File: src/rtl/spi_flash_emu_pkg.sv
// Shared definitions for the SPI flash target emulator.
// Contents: the supported read opcodes, the FSM state and lane-mode enums,
// and small decode helpers used by the top level.
package spi_flash_pkg;

  localparam int NUM_LANES = 4;

  localparam logic [7:0] OP_READ      = 8'h03;
  localparam logic [7:0] OP_FAST_READ = 8'h0B;
  localparam logic [7:0] OP_DUAL_READ = 8'h3B;
  localparam logic [7:0] OP_QUAD_READ = 8'h6B;

  typedef enum logic [2:0] {IDLE, CMD, ADDR, DUMMY, DATA, IGNORE} state_e;
  typedef enum logic [1:0] {SINGLE, DUAL, QUAD} lane_e;

  function automatic logic op_supported(logic [7:0] op, logic quad_en);
    return (op == OP_READ) || (op == OP_FAST_READ) || (op == OP_DUAL_READ) ||
           (quad_en && (op == OP_QUAD_READ));
  endfunction

  function automatic lane_e op_lanes(logic [7:0] op);
    case (op)
      OP_DUAL_READ: return DUAL;
      OP_QUAD_READ: return QUAD;
      default:      return SINGLE;
    endcase
  endfunction

  // Pads driven in each mode; single mode answers on io1 (MISO).
  function automatic logic [NUM_LANES-1:0] lane_oe(lane_e m);
    case (m)
      DUAL:    return 4'b0011;
      QUAD:    return 4'b1111;
      default: return 4'b0010;
    endcase
  endfunction

  // Shifts remaining after a byte load: bytes last 8, 4 or 2 SCK periods.
  function automatic logic [2:0] lane_steps(lane_e m);
    case (m)
      DUAL:    return 3'd3;
      QUAD:    return 3'd1;
      default: return 3'd7;
    endcase
  endfunction

endpackage

File: src/rtl/spi_flash_emu_if.sv
// Byte-wide memory read port between the emulator (master) and the backing
// store (slave).
//   mem_req   : request, held until mem_ack
//   mem_addr  : byte address, stable while mem_req=1
//   mem_ack   : one-cycle pulse, mem_rdata valid in the same cycle
//   mem_rdata : read byte
interface spi_flash_emu_if #(parameter int ADDR_W = 24) ();
  logic              mem_req;
  logic [ADDR_W-1:0] mem_addr;
  logic              mem_ack;
  logic [7:0]        mem_rdata;

  modport master (output mem_req, mem_addr, input mem_ack, mem_rdata);
  modport slave  (input mem_req, mem_addr, output mem_ack, mem_rdata);
endinterface

File: src/rtl/spi_flash_emu_sync_edge.sv
// 2-FF synchroniser with rise/fall strobes for an asynchronous level.
//   d    : asynchronous input
//   q    : synchronised level (second flop)
//   rise : one-clk strobe, q went 0->1
//   fall : one-clk strobe, q went 1->0
module spi_sync_edge #(
  parameter logic RST_VAL = 1'b0
) (
  input  logic clk,
  input  logic resetn,
  input  logic d,
  output logic q,
  output logic rise,
  output logic fall
);
  // [0],[1] synchroniser, [2] previous synchronised value
  logic [2:0] pipe;

  always_ff @(posedge clk) begin
    if (!resetn) pipe <= {3{RST_VAL}};
    else         pipe <= {pipe[1:0], d};
  end

  assign q    = pipe[1];
  assign rise =  pipe[1] & ~pipe[2];
  assign fall = ~pipe[1] &  pipe[2];
endmodule

File: src/rtl/spi_flash_emu.sv
// SPI flash target emulator. Oversamples SCK/CSn/IO in the clk domain and
// answers 0x03/0x0B/0x3B/0x6B reads in single, dual or quad mode, fetching
// bytes through a one-deep prefetch from the memory port.
//   clk, resetn          : system clock (>= 8x SCK), sync active-low reset
//   spi_sck, spi_csn     : SPI clock (mode 0) and chip select, asynchronous
//   spi_io_i/o/oe        : IO pads; io0 is MOSI for command and address
//   mem                  : memory read port (master side)
//   busy                 : CSn low (synced) or a memory request outstanding
//   err_underrun         : sticky, a byte boundary found no data ready
module spi_flash_emu import spi_flash_pkg::*; #(
  parameter int         ADDR_W        = 24,
  parameter int         DUMMY_CYC     = 8,
  parameter int         QUAD_EN       = 1,
  parameter logic [7:0] UNDERRUN_BYTE = 8'hFF
) (
  input  logic                 clk,
  input  logic                 resetn,
  input  logic                 spi_sck,
  input  logic                 spi_csn,
  input  logic [NUM_LANES-1:0] spi_io_i,
  output logic [NUM_LANES-1:0] spi_io_o,
  output logic [NUM_LANES-1:0] spi_io_oe,
  spi_flash_emu_if.master      mem,
  output logic                 busy,
  output logic                 err_underrun
);
  localparam logic [7:0] ADDR_LAST = 8'(ADDR_W - 1);
  localparam logic [7:0] DUM_LAST  = 8'(DUMMY_CYC - 1);

  logic sck_lvl_unused, sck_rise, sck_fall, csn_s, csn_rise, csn_fall;
  logic unused_io;
  logic [1:0] io0_pipe;
  logic io0, rise_v, fall_v;

  spi_sync_edge #(.RST_VAL(1'b0)) u_sck (.clk, .resetn, .d(spi_sck),
    .q(sck_lvl_unused), .rise(sck_rise), .fall(sck_fall));
  spi_sync_edge #(.RST_VAL(1'b1)) u_csn (.clk, .resetn, .d(spi_csn),
    .q(csn_s), .rise(csn_rise), .fall(csn_fall));

  // io0 delayed by the same two stages so it lines up with the SCK strobes.
  always_ff @(posedge clk) begin
    if (!resetn) io0_pipe <= '0;
    else         io0_pipe <= {io0_pipe[0], spi_io_i[0]};
  end
  assign io0       = io0_pipe[1];
  assign unused_io = ^spi_io_i[NUM_LANES-1:1];

  // A CSn rise wins over any SCK edge seen in the same cycle.
  assign rise_v = sck_rise & ~csn_rise;
  assign fall_v = sck_fall & ~csn_rise;

  state_e            state, state_n;
  logic [7:0]        cnt;
  logic [ADDR_W-2:0] sh;
  logic [7:0]        op_in, op_q;
  logic [ADDR_W-1:0] addr_in, fa, fa_inc, mem_addr_q;
  lane_e             mode_q;
  logic              mem_req_q, drop_q, need_fetch, pf_valid, err_q;
  logic [7:0]        pf_data, shreg, next_byte;
  logic [2:0]        steps;
  logic [NUM_LANES-1:0] oe_q, io_raw;
  logic              ack_ok, rdy, addr_done, byte_edge, shift_edge;

  assign op_in   = {sh[6:0], io0};
  assign addr_in = {sh, io0};
  assign fa_inc  = fa + ADDR_W'(1);

  always_ff @(posedge clk) begin
    if (!resetn) state <= IDLE;
    else         state <= state_n;
  end

  always_comb begin
    state_n = state;
    case (state)
      IDLE:  if (csn_fall && !mem_req_q) state_n = CMD;
      CMD:   if (sck_rise && cnt == 8'd7)
               state_n = op_supported(op_in, QUAD_EN != 0) ? ADDR : IGNORE;
      ADDR:  if (sck_rise && cnt == ADDR_LAST)
               state_n = (op_q == OP_READ || DUMMY_CYC == 0) ? DATA : DUMMY;
      DUMMY: if (sck_rise && cnt == DUM_LAST) state_n = DATA;
      default: ;
    endcase
    if (csn_rise) state_n = IDLE;
  end

  // A late ack for a byte already replaced by UNDERRUN_BYTE (or for an
  // aborted transaction) is flagged by drop_q and thrown away.
  assign ack_ok     = mem_req_q & mem.mem_ack;
  assign rdy        = pf_valid | (ack_ok & ~drop_q);
  assign next_byte  = pf_valid ? pf_data : mem.mem_rdata;
  assign addr_done  = (state == ADDR) && rise_v && (cnt == ADDR_LAST);
  assign byte_edge  = (state == DATA) && fall_v && (steps == 3'd0);
  assign shift_edge = (state == DATA) && fall_v && (steps != 3'd0);

  always_ff @(posedge clk) begin
    if (!resetn) begin
      cnt <= '0; sh <= '0; op_q <= '0; mode_q <= SINGLE; fa <= '0;
      mem_req_q <= 1'b0; mem_addr_q <= '0; drop_q <= 1'b0; need_fetch <= 1'b0;
      pf_valid <= 1'b0; pf_data <= '0; shreg <= '0; steps <= '0;
      oe_q <= '0; err_q <= 1'b0;
    end else begin
      if (state_n != state) cnt <= '0;
      else if (rise_v)      cnt <= cnt + 8'd1;
      if (rise_v && (state == CMD || state == ADDR)) sh <= addr_in[ADDR_W-2:0];
      if (state == CMD && state_n == ADDR) begin
        op_q   <= op_in;
        mode_q <= op_lanes(op_in);
      end

      if (ack_ok) begin
        mem_req_q <= 1'b0;
        drop_q    <= 1'b0;
        if (!drop_q) begin
          pf_valid <= 1'b1;
          pf_data  <= mem.mem_rdata;
        end
      end
      if (need_fetch && !mem_req_q && state == DATA) begin
        mem_req_q  <= 1'b1;
        mem_addr_q <= fa;
        need_fetch <= 1'b0;
      end
      if (addr_done) begin
        fa         <= addr_in;
        mem_req_q  <= 1'b1;
        mem_addr_q <= addr_in;
        pf_valid   <= 1'b0;
      end

      if (byte_edge) begin
        shreg    <= rdy ? next_byte : UNDERRUN_BYTE;
        if (!rdy) err_q <= 1'b1;
        pf_valid <= 1'b0;   // an ack landing now went straight into shreg
        fa       <= fa_inc;
        steps    <= lane_steps(mode_q);
        oe_q     <= lane_oe(mode_q);
        if (mem_req_q) begin
          // Still busy (or finishing now): fetch the next byte once free.
          need_fetch <= 1'b1;
          if (!ack_ok) drop_q <= 1'b1;
        end else begin
          mem_req_q  <= 1'b1;
          mem_addr_q <= fa_inc;
        end
      end else if (shift_edge) begin
        steps <= steps - 3'd1;
        case (mode_q)
          DUAL:    shreg <= {shreg[5:0], 2'b00};
          QUAD:    shreg <= {shreg[3:0], 4'b0000};
          default: shreg <= {shreg[6:0], 1'b0};
        endcase
      end

      if (state_n != DATA) oe_q <= '0;
      if (csn_rise) begin
        pf_valid   <= 1'b0;
        need_fetch <= 1'b0;
        steps      <= '0;
        if (mem_req_q && !ack_ok) drop_q <= 1'b1;
      end
    end
  end

  always_comb begin
    io_raw = '0;
    case (mode_q)
      DUAL:    io_raw[1:0] = shreg[7:6];
      QUAD:    io_raw      = shreg[7:4];
      default: io_raw[1]   = shreg[7];
    endcase
  end

  assign spi_io_o     = io_raw & oe_q;
  assign spi_io_oe    = oe_q;
  assign mem.mem_req  = mem_req_q;
  assign mem.mem_addr = mem_addr_q;
  assign busy         = ~csn_s | mem_req_q;
  assign err_underrun = err_q;
endmodule

File: src/flat_wrapper.sv
// flat-port wrapper written by rule: the top's interface ports become plain ports
module spi_flash_emu_flat import spi_flash_pkg::*;
#(
  parameter int         ADDR_W        = 24,
  parameter int         DUMMY_CYC     = 8,
  parameter int         QUAD_EN       = 1,
  parameter logic [7:0] UNDERRUN_BYTE = 8'hFF
)
  (clk, resetn, spi_sck, spi_csn, spi_io_i, spi_io_o, spi_io_oe, busy, err_underrun, mem_mem_req, mem_mem_addr, mem_mem_ack, mem_mem_rdata);
  spi_flash_emu_if #(.ADDR_W(ADDR_W)) mem_i ();
  input  logic clk;
  input  logic resetn;
  input  logic spi_sck;
  input  logic spi_csn;
  input  logic [NUM_LANES-1:0] spi_io_i;
  output logic [NUM_LANES-1:0] spi_io_o;
  output logic [NUM_LANES-1:0] spi_io_oe;
  output logic busy;
  output logic err_underrun;
  output wire logic [$bits(mem_i.mem_req)-1:0] mem_mem_req;
  output wire logic [$bits(mem_i.mem_addr)-1:0] mem_mem_addr;
  input wire logic [$bits(mem_i.mem_ack)-1:0] mem_mem_ack;
  input wire logic [$bits(mem_i.mem_rdata)-1:0] mem_mem_rdata;
  assign mem_mem_req = mem_i.mem_req;
  assign mem_mem_addr = mem_i.mem_addr;
  assign mem_i.mem_ack = mem_mem_ack;
  assign mem_i.mem_rdata = mem_mem_rdata;
  spi_flash_emu #(.ADDR_W(ADDR_W), .DUMMY_CYC(DUMMY_CYC), .QUAD_EN(QUAD_EN), .UNDERRUN_BYTE(UNDERRUN_BYTE)) u_core (.clk(clk), .resetn(resetn), .spi_sck(spi_sck), .spi_csn(spi_csn), .spi_io_i(spi_io_i), .spi_io_o(spi_io_o), .spi_io_oe(spi_io_oe), .mem(mem_i), .busy(busy), .err_underrun(err_underrun));
endmodule
File: config.mk
export PLATFORM = sky130hd
export DESIGN_NAME = spi_flash_emu_flat
export DESIGN_NICKNAME = d
export VERILOG_FILES = /design/src/rtl/spi_flash_emu_pkg.sv /design/src/rtl/spi_flash_emu_if.sv /design/src/rtl/spi_flash_emu_sync_edge.sv /design/src/rtl/spi_flash_emu.sv /design/src/flat_wrapper.sv
export SDC_FILE = /design/constraint.sdc
export NUM_CORES = 1
export LEC_CHECK = 0
export CELL_PAD_IN_SITES_DETAIL_PLACEMENT = 1
export CELL_PAD_IN_SITES_GLOBAL_PLACEMENT = 1
export CORE_MARGIN = 2
export CORE_UTILIZATION = 33
export CTS_CLUSTER_DIAMETER = 50
export DETAILED_ROUTE_END_ITERATION = 8
export PLACE_DENSITY = 0.7
export SLEW_MARGIN = 20
export SYNTH_ARGS = -nofsm -noshare
export SYNTH_HDL_FRONTEND = slang
export SYNTH_SLANG_ARGS = --single-unit
export TNS_END_PERCENT = 5
File: constraint.sdc
create_clock -name clk -period 2.99 [get_ports clk]
set_input_delay 0.598 -clock clk [delete_from_list [all_inputs] [get_ports clk]]
set_output_delay 0.598 -clock clk [all_outputs]
set_load 0.05 [all_outputs]
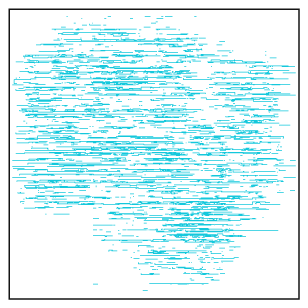
Fig. 1. M1 wires.
(2 px per um)
The layer holds 47% of the routed length. The layer carries 8960 um of wire. The wires run mostly horizontal. 755 nets have wire on it.

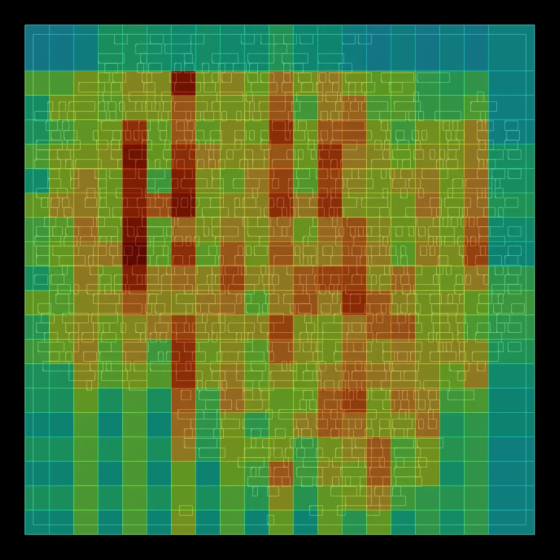
Fig. 2. Routing congestion map.
drt wl/cell: 17.8 um
grt met1 use: 23.8%
M3 GR Usage: 3.28%
Overall Global Routing Usage: 19.2%

==> GITHUB_STEP_SUMMARY <==
### Yosys + OpenROAD results

| Metric | Value |
|---|---|
| Status | complete, no violations |
| # fillers | 2257 |
| CTS tree | yes |
| Area fraction in mux cells | 9.41% |
| Comb pwr | 0.0883 mW |
| Cell Pwr Density | 527 nW/um^2 |
| Slew @ Worst Pin | 801 ps |
| Yosys Instances | 762 |
| Non-filler cells, final | 1072 |
| Count of cell types in the netlist | 59 |
| Worst-case vdd ir drop | 0.388 mV |
| Number of diodes | 0 |
| Worst setup path category | register to output pin |
| Leakage Power | 2.79 nW |
| Fin crit period | 2830 ps |
| Chip area | 20800 sq um |
| Fmax | 353 MHz |
| Hold_buf cts | 0 |
| Area leader share | 39.3% |
| # Post-CTS Setup Buffers | 0 |
| Setup TNS | 0 ps |
| Slew headroom | 46.6% |
| Largest net degree at the start of global routing | 68 |
| Int Power | 3.32 mW |
| Routed wl met3 | 494 um |
| Syn_area_per_cell | 8.50 sq um |
| CTS Root Cell | clkbuf_16 |
| Highest routed metal layer | met4 |
| Clock Latency Late Sink | 430 ps |
| Hold WC Path Type | register to register |
| Init Core Util | 33.5% |
| Clock power share | 57.0% |
| Fin Hold WS | 415 ps |
| Crit-path max FO | 9 |
| H-tree levels | 4 |
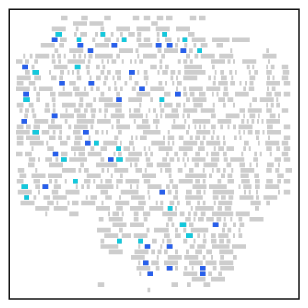
Fig. 3. Selected gate families.
(2 px per um)
non-inverting ao/oa cells: drawn in cyan, cells 24. xor and xnor cells: drawn in blue, cells 31.

==> worst max-delay path: stages (launching register included) <==
cell and delay [ps]:
dfxtp_1 310, inv_1 100, ha_1 370, mux2i_1 120, nor2_1 100, clkdlybuf4s50_1 810
==> path summary, 6_finish.rpt <==
kind,startpoint,to,slack [ps],cells after the start
setup / recovery,u_core.mode_q[0],spi_io_o[1],160,5
setup reg to reg,u_core.cnt[0],u_core.op_q[3],530,7
hold / removal,u_core.u_csn.pipe[0],u_core.u_csn.pipe[1],410,1
hold reg to reg,u_core.u_csn.pipe[0],u_core.u_csn.pipe[1],410,1
==> final cells by class <==
cell class	instances	area share (%)
clock buffer	23	6.30
multi-input combinational	562	45.9
inverter	13	0.617
clock inverter	9	2.25
timing repair buffer	73	8.53
sequential	127	32.2
tap	265	4.19
No activity file was given, so power comes from the tool's default toggle rates.
